===== config.mk =====
export PLATFORM = sky130hd
export DESIGN_NAME = line_buf_sched
export DESIGN_NICKNAME = d
export VERILOG_FILES = /design/src/rtl/line_buf_pkg.sv /design/src/rtl/line_bank.sv /design/src/rtl/line_buf_sched.sv
export SDC_FILE = /design/constraint.sdc
export NUM_CORES = 1
export LEC_CHECK = 0
export CAP_MARGIN = 15
export CORE_MARGIN = 5
export CORE_UTILIZATION = 45
export CTS_CLUSTER_DIAMETER = 50
export DETAILED_ROUTE_END_ITERATION = 12
export GPL_ROUTABILITY_DRIVEN = 1
export PLACE_DENSITY = 0.73
export SLEW_MARGIN = 20
export SYNTH_ARGS = -nofsm -noshare
export SYNTH_HDL_FRONTEND = slang
export SYNTH_SLANG_ARGS = --single-unit

===== constraint.sdc =====
create_clock -name clk_in -period 2.01 [get_ports clk_in]
set_input_delay 0.3015 -clock clk_in [delete_from_list [all_inputs] [get_ports clk_in]]
set_output_delay 0.3015 -clock clk_in [all_outputs]
set_load 0.01 [all_outputs]

===== src/rtl/line_buf_pkg.sv =====
// Shared types and defaults for the double-banked line capture/display scheduler.
package line_buf_pkg;

    localparam int unsigned LINE_PIX_DEF   = 90;
    localparam int unsigned CAP_SHIFT_DEF  = 2;
    localparam int unsigned DISP_SHIFT_DEF = 2;
    localparam int unsigned SC_W           = 12;
    localparam int unsigned H_W            = 11;

    localparam logic [SC_W-1:0] SC_MAX = '1;

    typedef enum logic [1:0] {
        IDLE      = 2'd0,
        WAIT_DEN  = 2'd1,
        CAPTURE   = 2'd2,
        PEND_SWAP = 2'd3
    } state_t;

    // Index width for a bank of n bits, never narrower than one bit.
    function automatic int unsigned idx_w(input int unsigned n);
        return (n > 1) ? $clog2(n) : 1;
    endfunction

endpackage


===== src/rtl/line_bank.sv =====
// One line bank: W-bit register, single-bit write port, combinational read port.
module line_bank #(
    parameter int unsigned W  = 90,
    parameter int unsigned IW = 7
) (
    input  logic          clk_in,
    input  logic          reset,
    input  logic          we,
    input  logic [IW-1:0] widx,
    input  logic          wbit,
    input  logic [IW-1:0] ridx,
    output logic          rbit_c
);

    logic [W-1:0] mem;

    always_ff @(posedge clk_in) begin
        if (reset) begin
            mem <= '0;
        end else if (we && (32'(widx) < W)) begin
            mem[widx] <= wbit;
        end
    end

    // Out-of-range reads return zero rather than an undefined bit.
    assign rbit_c = (32'(ridx) < W) ? mem[ridx] : 1'b0;

endmodule


===== src/rtl/line_buf_sched.sv =====
// Captures one decimated source line into the write bank while the read bank feeds
// the display; banks swap only at a display line end once a capture has finished.
module line_buf_sched
    import line_buf_pkg::*;
#(
    parameter int unsigned LINE_PIX   = LINE_PIX_DEF,
    parameter int unsigned CAP_SHIFT  = CAP_SHIFT_DEF,
    parameter int unsigned DISP_SHIFT = DISP_SHIFT_DEF
) (
    input  logic           clk_in,
    input  logic           reset,
    input  logic           arm,
    input  logic           cap_den,
    input  logic           cap_stb,
    input  logic           cap_bit,
    input  logic           disp_en,
    input  logic [H_W-1:0] disp_h,
    input  logic           line_end,
    output logic           pixel,
    output logic           busy,
    output logic           swapped,
    output logic           overflow
);

    localparam int unsigned IW = idx_w(LINE_PIX);
    localparam logic [SC_W-1:0] CAP_MASK = SC_W'((1 << CAP_SHIFT) - 1);

    state_t          state;
    state_t          state_nxt;
    logic            wr_sel;
    logic [SC_W-1:0] sc;

    logic            take_c;
    logic            clr_c;
    logic            swap_c;
    logic [SC_W-1:0] cap_idx_c;
    logic            on_grid_c;
    logic            idx_ok_c;
    logic            wr_c;
    logic            ovf_set_c;
    logic [H_W-1:0]  disp_idx_c;
    logic            disp_ok_c;
    logic [IW-1:0]   ridx_c;
    logic            rbit0_c;
    logic            rbit1_c;
    logic            rd_bit_c;

    // Strobe index -> stored-bit index; only every 2^CAP_SHIFT-th strobe is kept.
    assign cap_idx_c = sc >> CAP_SHIFT;
    assign on_grid_c = ((sc & CAP_MASK) == '0);
    assign idx_ok_c  = (32'(cap_idx_c) < LINE_PIX);
    assign wr_c      = take_c && on_grid_c && idx_ok_c;
    assign ovf_set_c = take_c && on_grid_c && !idx_ok_c;

    // Next-state and per-cycle control.
    always_comb begin
        state_nxt = state;
        take_c    = 1'b0;
        clr_c     = 1'b0;
        swap_c    = 1'b0;
        case (state)
            IDLE: begin
                if (arm) begin
                    state_nxt = WAIT_DEN;
                    clr_c     = 1'b1;
                end
            end
            WAIT_DEN: begin
                if (cap_den) begin
                    state_nxt = CAPTURE;
                    take_c    = cap_stb;
                end
            end
            CAPTURE: begin
                if (!cap_den) begin
                    state_nxt = PEND_SWAP;
                end else begin
                    take_c = cap_stb;
                end
            end
            PEND_SWAP: begin
                if (line_end) begin
                    state_nxt = IDLE;
                    swap_c    = 1'b1;
                end
            end
            default: state_nxt = IDLE;
        endcase
    end

    always_ff @(posedge clk_in) begin
        if (reset) begin
            state    <= IDLE;
            wr_sel   <= 1'b0;
            sc       <= '0;
            overflow <= 1'b0;
            swapped  <= 1'b0;
            busy     <= 1'b0;
        end else begin
            state   <= state_nxt;
            busy    <= (state_nxt != IDLE);
            swapped <= swap_c;
            if (swap_c) begin
                wr_sel <= ~wr_sel;
            end
            if (clr_c) begin
                sc       <= '0;
                overflow <= 1'b0;
            end else if (take_c) begin
                if (sc != SC_MAX) begin
                    sc <= sc + SC_W'(1);
                end
                if (ovf_set_c) begin
                    overflow <= 1'b1;
                end
            end
        end
    end

    // Display side: each stored bit spans 2^DISP_SHIFT h-counts.
    assign disp_idx_c = disp_h >> DISP_SHIFT;
    assign disp_ok_c  = disp_en && (32'(disp_idx_c) < LINE_PIX);
    assign ridx_c     = IW'(disp_idx_c);
    assign rd_bit_c   = wr_sel ? rbit0_c : rbit1_c;

    // wr_sel still holds its old value on the swap edge, so that cycle reads the old bank.
    always_ff @(posedge clk_in) begin
        if (reset) begin
            pixel <= 1'b0;
        end else begin
            pixel <= disp_ok_c & rd_bit_c;
        end
    end

    line_bank #(
        .W  (LINE_PIX),
        .IW (IW)
    ) u_bank0 (
        .clk_in (clk_in),
        .reset  (reset),
        .we     (wr_c && !wr_sel),
        .widx   (IW'(cap_idx_c)),
        .wbit   (cap_bit),
        .ridx   (ridx_c),
        .rbit_c (rbit0_c)
    );

    line_bank #(
        .W  (LINE_PIX),
        .IW (IW)
    ) u_bank1 (
        .clk_in (clk_in),
        .reset  (reset),
        .we     (wr_c && wr_sel),
        .widx   (IW'(cap_idx_c)),
        .wbit   (cap_bit),
        .ridx   (ridx_c),
        .rbit_c (rbit1_c)
    );

endmodule


==> reports/results.ini <==
[synthesis]
synth_area_per_cell_sq_um = 9.43
yosys_area_sq_um = 9310
largest_area_cell = dfxtp_1
top_area_share_pct = 42.8
area_leaders = dfxtp_1, a211oi_1, a21oi_1, mux4_2, mux2i_1
flop_cell = dfxtp_1
synth.distinct_cells = 55
netlist_area_sq_um = 9310
synth_flops = 199
top_cells_by_count = dfxtp_1, a21oi_1, a211oi_1, clkbuf_1, nor2_1
yosysCellCount = 988
synthCells = 988
top_cell = dfxtp_1
synth-async-reset-ratio_pct = 0
ys_seq_share_pct = 42.8
fp_nets = 1014
edf_count = 0
ys_warn_count = 0

[clock_tree]
clock-sinks = 199
cts_htree_levels = 4
clk_latency_ns = 0.43
cts.reportedPaths.clkPinSlew_ns = 0.07
clk_path_buf_depth = 2
cts-root-buf = clkbuf_16
cts_tree = done
cts_buffers = 17

[hold_path]
hp-start = reset
hold_depth = 5
min_to = pixel
hold_class = primary input to flop

[place]
dp.cells = 1275
post-place-ws_ns = -0.373
place_area_sq_um = 10400
dp_hpwl_um = 17600
place_congestion = 0.969

[finish]
antenna_cells = 0
finish.utilization_pct = 58.7
drive_gt1_share_pct = 31.7
num-fill-cells = 1623
fin_area_sq_um = 11900
nets = 1074
synthToLayoutAreaGrowth_pct = 28.0
instances_no_fill = 1329

[setup_path]
r2r-start = state[0]
arrival_ns = 2.42
cp-end-kind = flop
cp-start-kind = flop
rrSetupSlack_ns = -0.09
rr_worst_depth = 10
critical_path_class = flop to flop
r2r_end = u_bank1.mem[6]

[timing]
relSlewSlack_pct = 57.8
finalClockPeriodUsage_pct = 104
finalClockSkew_ns = 0.00821
setup_viol_count_final = 21
report.final.slew_viol_count = 0
period_needed_ns = 2.10
tightest_slew_ns = 0.633
fin_ws_ns = -0.0857
rsz0062_at_grt = yes
hold_viol = 0
fmaxAchievable_ghz = 0.477

[power_and_ir_drop]
powerDensity_nw_per_um2 = 717
ir_drop_uv = 405
p_leak_nw = 3.90
power_w = 0.00855

[global_route]
busiest_layer = met2
grt_pass1_vias = 7520
antenna_found_initial = 0
grtUsageMet2_pct = 36.2
grt_remaining_overflow = 0
grt_pass1_wl_um = 42500
grt_max_degree = 83

[floorplanning]
core.rowCount = 52
pin_count = 23
fp_util_pct = 45.9
dieArea_sq_um = 23700
die_h_um = 154
core_sq_um = 20300

[outcome]
outcome = complete, but fails checks
failed_checks = negative setup slack

[run]
maxCapViolCount = 0
warnings = 35

[route]
viasPerCell = 6.47
firstDrtPassIters = 6
num_vias = 8604
drt-initial-drc-count = 961
routed_wl_um = 30000
ant_nets = 0

==> layer usage <==
layer	share of wire, %	up-vias
li1	-	3867
met1	40	4137
met2	47	491
met3	7.7	109
met4	4.5	0
met5	0	-
==> where the power goes <==
part	switching [W]	internal, W
registers	0.0000239	0.00398
clock network	0.00153	0.00206
logic	0.000525	0.000422
==> kinds of logic after synthesis <==
family / synth area share (%)
adder cells (fa/ha/maj): 0.940
AND/OR/NAND/NOR: 8.59
AND-OR/OR-AND: 29.1
buffers and inverters: 6.64
multiplexers: 11.0
XOR/XNOR: 1.03
flip-flops: 42.8
==> critical path, cell delays in order (launching register included) <==
cell and delay [ns]:
dfxtp_2 0.35, inv_2 0.05, ha_4 0.27, nand3_4 0.07
nor2_4 0.13, nand4_1 0.18, buf_6 0.25, nor2_4 0.13
buf_4 0.17, a21oi_1 0.09, a211oi_1 0.31
==> flip-flops by register name, summed over array words and instances (netlist names) <==
name         flops
overflow         1
sc              12
state            2
u_bank0.mem     90
busy             1
wr_sel           1
swapped          1
u_bank1.mem     90
pixel            1
==> how the worst max path moves through the flow <==
stage                   start               to  cells after the start
floorplan            state[1]  u_bank1.mem[88]                     10
global placement    disp_h[3]            pixel                      8
detailed placement  disp_h[3]            pixel                      9
CTS                  state[0]  u_bank0.mem[56]                     10
global route         state[0]  u_bank0.mem[59]                     10
finish               state[0]   u_bank1.mem[6]                     10
==> final cells by class <==
type                    count  area, sq um  area share [%]
repair buffers            160         1640            13.8
clock buffers              21          470            3.95
well taps                 270          338            2.83
multi-input cells         663         5320            44.6
flip-flops and latches    199         3990            33.4
inverters                   7         26.3           0.220
clock inverters             9          139            1.17
==> layout by cell type (no fill, tap or decap), types with 5 or more instances in the layout <==
cell type,synthesis,routed
a211oi_1,162,103
a211oi_2,0,59
a21bo_2,12,12
a21oi_1,191,183
a21oi_2,0,8
buf_12,2,16
buf_4,4,78
buf_6,6,44
clkbuf_16,0,19
clkdlybuf4s50_1,0,18
dfxtp_1,199,198
ha_1,7,6
mux2i_1,30,30
mux4_2,28,28
nand2_1,18,17
nand2b_1,7,7
nand3_1,29,28
nor2_1,64,33
nor2_2,2,8
nor2_4,0,25
nor2b_1,6,6
nor3_1,13,8
nor3_2,0,5
o21ai_0,9,9
o221ai_1,7,7
o41ai_1,11,10
xnor2_1,8,8
==> timing repair <==
action,CTS,global route
gates cloned,0,21
setup endpoints to repair,48,184
buffers inserted,0,3
pin swaps,0,60
resized,4,193
==> stage by stage <==
stage | setup TNS [ns] | hold slack [ns]
after floorplan | -0.123 | 0.439
after global placement | -18.72 | 0.453
after detailed placement | -19.84 | 0.458
after CTS | 0 | 0.318
after global routing | -9.37 | 0.318
final | -0.416 | 0.325
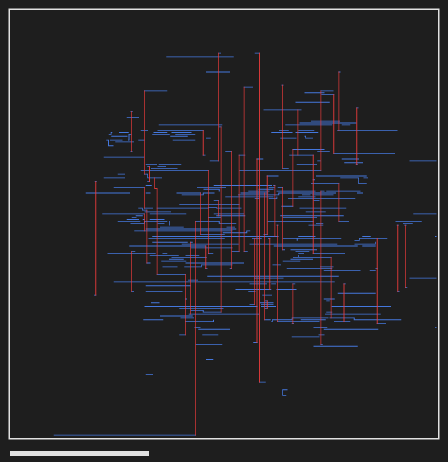
(wiring by layer)
Scale bar: 50 um. Two of the layers only.
met4: shown in red, wire length 1370 um. met3: shown in blue, wire length 2300 um.

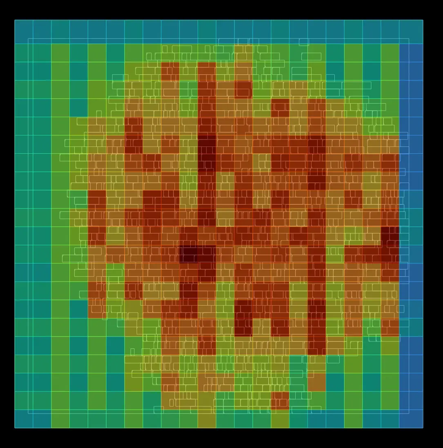
(routing congestion)
GRT Total Usage: 22.3%
GR met1 Demand/Resource: 30.0%
DR WL/cell: 22.6 um
global-route met3 utilization: 3.54%

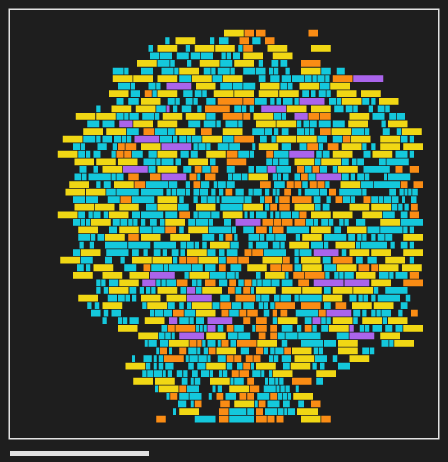
(placement by cell class)
Scale bar: 50 um.
flops: shown in yellow, cells 199, share of their area 34%. all other logic: shown in cyan, cells 670, share of their area 46%. other buffers and delay cells: shown in orange, cells 160, share of their area 14%. clock drivers and dummy loads: shown in purple, cells 30, share of their area 5.3%.

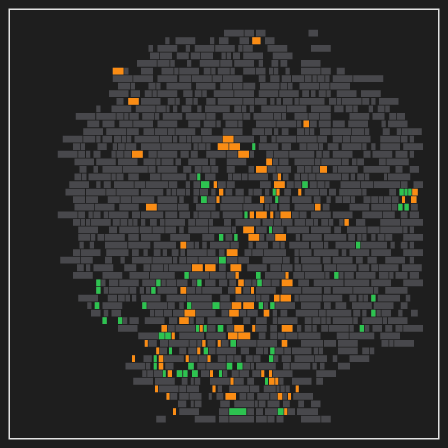
(logic cells by family)
NAND gates: shown in green, cells 61. NOR gates: shown in orange, cells 88.

Power is estimated from default activity; no workload was simulated.
